Figure 1. Pin map.
Pins as bars across the die edge, other pins in grey.
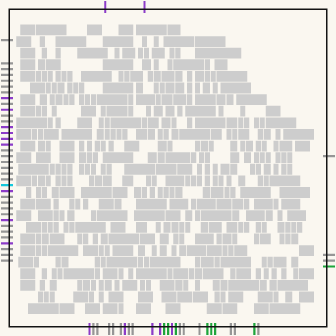
Figure 2. Sequential cells coloured by netlist name.
Other sequential cells in the stronger grey, the rest of the logic in the fainter grey.
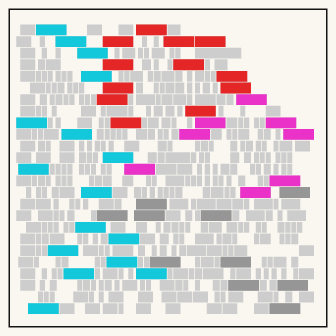
Figure 3. Wiring by layer.
Only two layers are drawn.
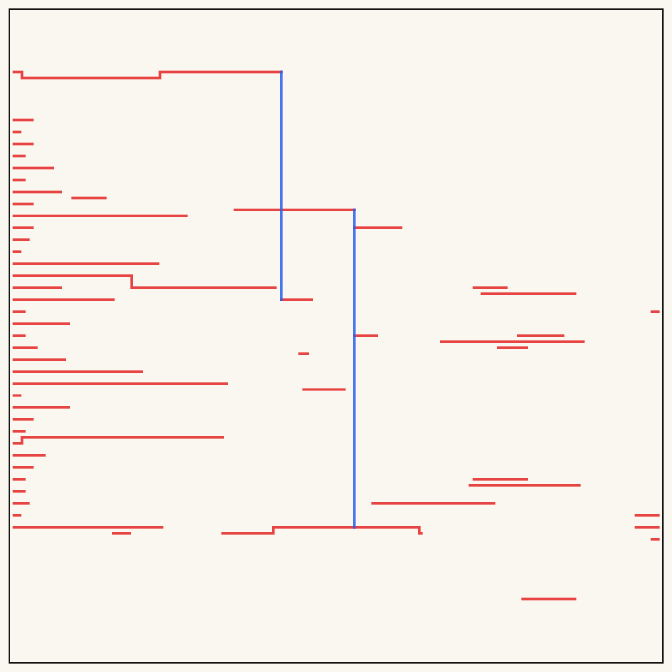
Figure 4. Signal wires on met3.
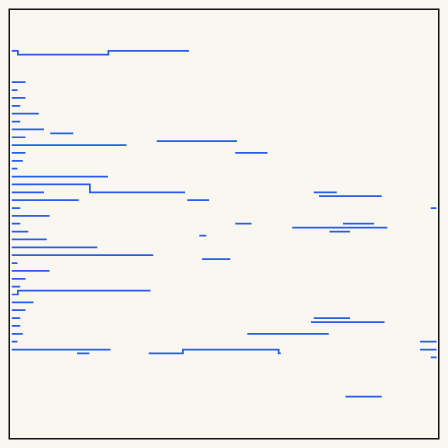
===== src/rtl/pwm_controller.sv =====
`default_nettype none
// ============================================================================
//  Module   : pwm_controller
//  Purpose  : Drives 16 output pins with constant or PWM levels from the
//             SPI-written enable and duty registers. A shared timebase
//             (prescaler + 8-bit period counter) runs only while at least
//             one pin is in PWM mode. The duty value is shadowed and only
//             reloaded at period boundaries, so duty changes never glitch
//             the waveform mid-period.
//  Revision : 1.0 - initial release
// ============================================================================
module pwm_controller #(
  parameter int PRESCALE = 3000,  // clk cycles per PWM tick (>=1)
  parameter int PRE_W    = 12     // prescaler width, 2**PRE_W >= PRESCALE
) (
  input  logic        clk,
  input  logic        rst,
  input  logic [15:0] en_out,
  input  logic [15:0] en_pwm,
  input  logic [7:0]  duty,
  output logic [15:0] out,
  output logic [7:0]  duty_active,
  output logic        period_start
);

  typedef enum logic [0:0] {
    ST_IDLE = 1'b0,
    ST_RUN  = 1'b1
  } state_t;

  localparam logic [PRE_W-1:0] C_PRE_LAST = PRE_W'(PRESCALE - 1);
  localparam logic [7:0]       C_CNT_LAST = 8'd254;

  state_t           state_q, state_d;
  logic [PRE_W-1:0] pre_q, pre_d;
  logic [7:0]       cnt_q, cnt_d;
  logic [7:0]       duty_active_q, duty_active_d;
  logic [15:0]      out_q, out_d;
  logic             period_start_q, period_start_d;

  logic             w_run_req;
  logic             w_tick;
  logic             w_wrap;
  logic             w_pwm_lvl;

  assign w_run_req = |(en_out & en_pwm);
  assign w_tick    = (state_q == ST_RUN) && (pre_q == C_PRE_LAST);
  assign w_wrap    = w_tick && (cnt_q == C_CNT_LAST);

  // PWM comparator: full-scale duty is forced high so 0xFF means a solid 1
  // even though the counter never reaches 255.
  assign w_pwm_lvl = (duty_active_q == 8'hFF) ? 1'b1 : (cnt_q < duty_active_q);

  // Next-state logic for the FSM, timebase, shadow duty and pin drive.
  always_comb begin
    state_d        = state_q;
    pre_d          = pre_q;
    cnt_d          = cnt_q;
    duty_active_d  = duty_active_q;
    period_start_d = 1'b0;

    case (state_q)
      ST_IDLE: begin
        // Timebase parked at zero; shadow duty follows the register freely.
        pre_d         = '0;
        cnt_d         = 8'd0;
        duty_active_d = duty;
        if (w_run_req) begin
          state_d        = ST_RUN;
          period_start_d = 1'b1;
        end
      end
      ST_RUN: begin
        if (!w_run_req) begin
          // Stop immediately rather than finishing the period.
          state_d = ST_IDLE;
          pre_d   = '0;
          cnt_d   = 8'd0;
        end else if (w_tick) begin
          pre_d = '0;
          if (w_wrap) begin
            cnt_d          = 8'd0;
            duty_active_d  = duty;
            period_start_d = 1'b1;
          end else begin
            cnt_d = cnt_q + 8'd1;
          end
        end else begin
          pre_d = pre_q + PRE_W'(1);
        end
      end
      default: begin
        state_d = ST_IDLE;
        pre_d   = '0;
        cnt_d   = 8'd0;
      end
    endcase
  end

  // Per-pin output select: disabled pins low, constant pins high, PWM pins
  // follow the shared comparator.
  always_comb begin
    out_d = '0;
    for (int i = 0; i < 16; i++) begin
      out_d[i] = en_out[i] ? (en_pwm[i] ? w_pwm_lvl : 1'b1) : 1'b0;
    end
  end

  // State registers with synchronous reset that overrides everything.
  always_ff @(posedge clk) begin
    if (rst) begin
      state_q        <= ST_IDLE;
      pre_q          <= '0;
      cnt_q          <= 8'd0;
      duty_active_q  <= 8'd0;
      out_q          <= 16'd0;
      period_start_q <= 1'b0;
    end else begin
      state_q        <= state_d;
      pre_q          <= pre_d;
      cnt_q          <= cnt_d;
      duty_active_q  <= duty_active_d;
      out_q          <= out_d;
      period_start_q <= period_start_d;
    end
  end

  assign out          = out_q;
  assign duty_active  = duty_active_q;
  assign period_start = period_start_q;

endmodule
`default_nettype wire


===== config.mk =====
export PLATFORM = sky130hd
export DESIGN_NAME = pwm_controller
export DESIGN_NICKNAME = d
export VERILOG_FILES = /design/src/rtl/pwm_controller.sv
export SDC_FILE = /design/constraint.sdc
export NUM_CORES = 1
export LEC_CHECK = 0
export ABC_AREA = 1
export CAP_MARGIN = 10
export CORE_UTILIZATION = 49
export DETAILED_ROUTE_END_ITERATION = 12
export PLACE_DENSITY = 0.84
export SLEW_MARGIN = 20
export SYNTH_ARGS = -nofsm -noshare
export SYNTH_HDL_FRONTEND = slang
export SYNTH_SLANG_ARGS = --single-unit
export TNS_END_PERCENT = 20

===== constraint.sdc =====
create_clock -name clk -period 2.2 [get_ports clk]
set_clock_uncertainty 0.1 [all_clocks]
set_input_delay 0.44 -clock clk [delete_from_list [all_inputs] [get_ports clk]]
set_output_delay 0.44 -clock clk [all_outputs]
set_load 0.05 [all_outputs]

==> impl_metrics.py <==
# Physical implementation metrics
metrics = {
    "logic_synthesis": {
        "netlist_instances": 387,
        "area_leaders": "sky130_fd_sc_hd__dfxtp_1 (36%), sky130_fd_sc_hd__nand2_1 (15%), sky130_fd_sc_hd__inv_1 (11%), sky130_fd_sc_hd__nor2_1 (8.0%), sky130_fd_sc_hd__nand3_1 (7.5%)",
        "synth_seq_share": 0.362,
        "enable_flop_cells": 0,
        "yosysTopAreaCell": "sky130_fd_sc_hd__dfxtp_1",
        "ys.flop_type": "sky130_fd_sc_hd__dfxtp_1",
        "synth-area-yosys_um2": 2540,
        "top_cell": "sky130_fd_sc_hd__nand2_1",
        "ys_async_sr_fraction": 0,
        "synth_area_per_cell_um2": 6.57,
        "synth_top_area_share": 0.362,
        "synth-seq-cells": 46,
        "floorplan.nets": 439,
        "mappedNetlistArea_um2": 2540,
        "synth.yosys.num_cells": 387,
        "most_common_library_cells_after_synthesis": "sky130_fd_sc_hd__nand2_1 (99), sky130_fd_sc_hd__inv_1 (77), sky130_fd_sc_hd__nor2_1 (54)",
        "synthDistinctLibCells": 28,
        "synth_warnings": 0,
    },
    "setup_path": {
        "rr_endpoint": "cnt_q[1]",
        "critPathLaunch": "duty_active[0]",
        "critical_path.n_buffers_inverters": 1,
        "cp_data_required_time_ns": 1.66,
        "largest_stage_delay_on_the_critical_path_ns": 0.83,
        "cp_num_cells": 1,
        "critical-path-slowest-cell": "sky130_fd_sc_hd__clkdlybuf4s50_1",
        "regToRegSetupSlack_ns": 0.35,
        "worstPathCellList": "clkdlybuf4s50_1",
        "start_kind": "register",
        "path_delay_family": "buffers and inverters",
        "timing.critical_path.to_type": "output pin",
        "rr_startpoint": "pre_q[0]",
        "path_max_fanout": 4,
        "timing.critical_path.to": "duty_active[0]",
        "setup.worst_path.class": "reg -> out",
        "worstRegToRegCells": 8,
        "cp.arrival_ns": 1.54,
    },
    "grt": {
        "grt_pass1_wl_um": 9800,
        "antenna_found_initial": 0,
        "grt_max_degree": 22,
        "grt-ovfl-total": 0,
        "first_global_vias": 2389,
    },
    "sta": {
        "worstMarginPinSlew_ns": 0.532,
        "relative_slew_slack": 0.644,
        "final_worst_path_period_need_ns": 2.08,
        "worst_hold_slack_ns": 0.351,
        "setup_violations": 0,
        "achievable_freq_ghz": 0.481,
        "rsz0062_at_grt": "false",
        "hold_viol": 0,
        "slew_violations": 0,
        "final.setup.tns_ns": 0,
        "final.period_utilization": 0.946,
    },
    "cts": {
        "buffers_from_clock_root_to_sink_at_most": 2,
        "postCtsResizedCells": 0,
        "clock.latency.late_pin_ns": 0.31,
        "cts_made_buffers": 5,
        "cts_max_level": 2,
        "clk_transition_reported_paths_ns": 0.09,
        "clock-sinks": 46,
        "root_buffer": "sky130_fd_sc_hd__clkbuf_8",
        "cts_hold_buf": 0,
        "cts_setup_buffers": 0,
        "clock_tree_from_tritoncts": "built",
    },
    "floorplan": {
        "floorplan.core_area_um2": 4850,
        "chip_area_um2": 5480,
        "rows": 25,
        "fp-utilization": 0.524,
        "boundaryPins": 67,
    },
    "layout": {
        "fin_nets": 510,
        "layout.cells.non_filler": 526,
        "filler_cell_count": 412,
        "antenna_cells": 0,
        "layout-area-overhead-vs-synth_pct": 32.8,
    },
    "drt": {
        "drt-initial-drc-count": 118,
        "drc_violation_count_after_routing": 0,
        "via_cell_ratio": 4.68,
        "number_of_detailed_route_iterations_in_the_first_pass": 4,
    },
    "power_and_ir_drop": {
        "p_leak_nw": 1.65,
        "power-per-cell-area_nw_per_um2": 582,
        "vdd_drop_max_mv": 0.337,
    },
    "run_status": {
        "outcome": "completed",
    },
    "place": {
        "dp_hpwl_um": 4380,
        "placedCellCount": 518,
        "place.gp.congestion": 0.844,
    },
    "job": {
        "max-cap-violations": 0,
        "total_number_of_warnings_across_the_stage_logs": 27,
    },
    "min_path": {
        "min-delay-path-class": "reg -> reg",
        "hold_path_startpoint": "pre_q[0]",
    },
}
About Figure 1:
- purple: out (pins 16; direction output; edge 9 left, 5 bottom, 2 top)
- green: duty (pins 8; direction input; edge 7 bottom, 1 right)
- cyan: period_start (pins 1; direction output; edge left)
- all pins by edge: 36 left, 25 bottom, 4 right, 2 top
Die Y: 74.0 µm
count of port buffers added during placement: 66
horizontal die dimension: 74.0 µm

About Figure 2:
- cyan: out (flops 16)
- red: pre_q (flops 12; where top middle)
- magenta: cnt_q (flops 8)
Final Core Density: 0.697
flop share of the area: 0.273
flip-flop and latch area: 921 µm²

About Figure 3:
- blue: M4 (wire length 61.9 µm)
- red: M3 (wire length 398 µm)
GRT Resource Usage Total: 0.229
Post-Route WL: 5640 µm
average detailed-routed wire length per instance: 10.7 µm
vias post-DR: 2463

About Figure 4:
- main direction: horizontal
- longest straight run: 24.1 µm
- share of all routed wire: 7.1%
fraction of met3 tracks used by global routing: 0.0705

flip-flops by register name (all words and copies together) (netlist names):
signal	count
pre_q	12
cnt_q	8
duty_active	8
out	16
state_q	1
period_start	1
cells by family after synthesis:
kind of cell	count (synthesis)	share of synthesized area
AOI/OAI and AO/OA	23	0.0581
buffers and inverters	88	0.146
and+or+nand+nor	212	0.357
adders and majority gates	10	0.0492
DFF	46	0.362
xor gates and xnor gates	8	0.0276
worst register-to-register path, delay by kind of cell, from the launching register on:
kind	cells	cell delay, ns
adder cells (fa/ha/maj)	1	0.17
AND/OR/NAND/NOR	5	0.60
AND-OR/OR-AND	2	0.50
flip-flops	1	0.36
cells in the final DEF (no fill, tap or decap), drive strengths merged:
master         instances
or2                    1
clkbuf                 5
dfxtp                 46
nand4                  2
nand3                 41
buf                    7
inv                   80
a31oi                  1
o21a                   1
clkdlybuf4s50         66
nand3b                 1
nand2                102
nor3                   2
xnor2                  2
nor2                  61
a21oi                 16
o21bai                 1
bufinv                 1
clkinv                 1
o21ai                  4
nor3b                  1
xor2                   6
nor4                   1
ha                    10
per-layer routing:
layer,global-route usage,share of wire
met1,0.259,0.43
met2,0.401,0.49
met3,0.0705,0.071
met4,0.0876,0.011
met5,0,0
worst min path at each step:
| stage | end | slack, ns | depth (start not counted) |
|---|---|---|---|
| 3_3_place_gp | pre_q[0] | 0.33 | 1 |
| 3_5_place_dp | pre_q[0] | 0.34 | 1 |
| 2_1_floorplan | pre_q[0] | 0.32 | 1 |
| 4_1_cts | pre_q[0] | 0.36 | 1 |
| 6_report | pre_q[0] | 0.35 | 1 |
| 5_1_grt | pre_q[0] | 0.39 | 1 |
power breakdown:
group	total, W	switching (W)	internal (W)
clock network	0.000639	0.000299	0.000341
logic	0.000436	0.000254	0.000181
registers	0.000889	0.0000209	0.000868
total	0.00196	0.000574	0.00139
cell type report:
cell class / instances / area (µm²) / share of cell area
Clock inverter: 3 / 43.8 / 0.0130
Timing Repair Buffer: 73 / 713 / 0.211
Tap cell: 67 / 83.8 / 0.0248
Multi-Input combinational cell: 253 / 1250 / 0.370
Inverter: 79 / 297 / 0.0878
Clock buffer: 5 / 68.8 / 0.0204
Sequential cell: 46 / 921 / 0.273
metrics by stage:
stage / power [W] / worst slack, ns / instance area (µm²)
2_1_floorplan: 0.00117 / 0.271 / 2540
3_3_place_gp: 0.00134 / 0.150 / 3260
3_5_place_dp: 0.00134 / 0.111 / 3260
4_1_cts: 0.00197 / 0.113 / 3380
5_1_grt: 0.00204 / 0.0802 / 3380
6_report: 0.00196 / 0.119 / 3380
Power is estimated from default activity; no workload was simulated.
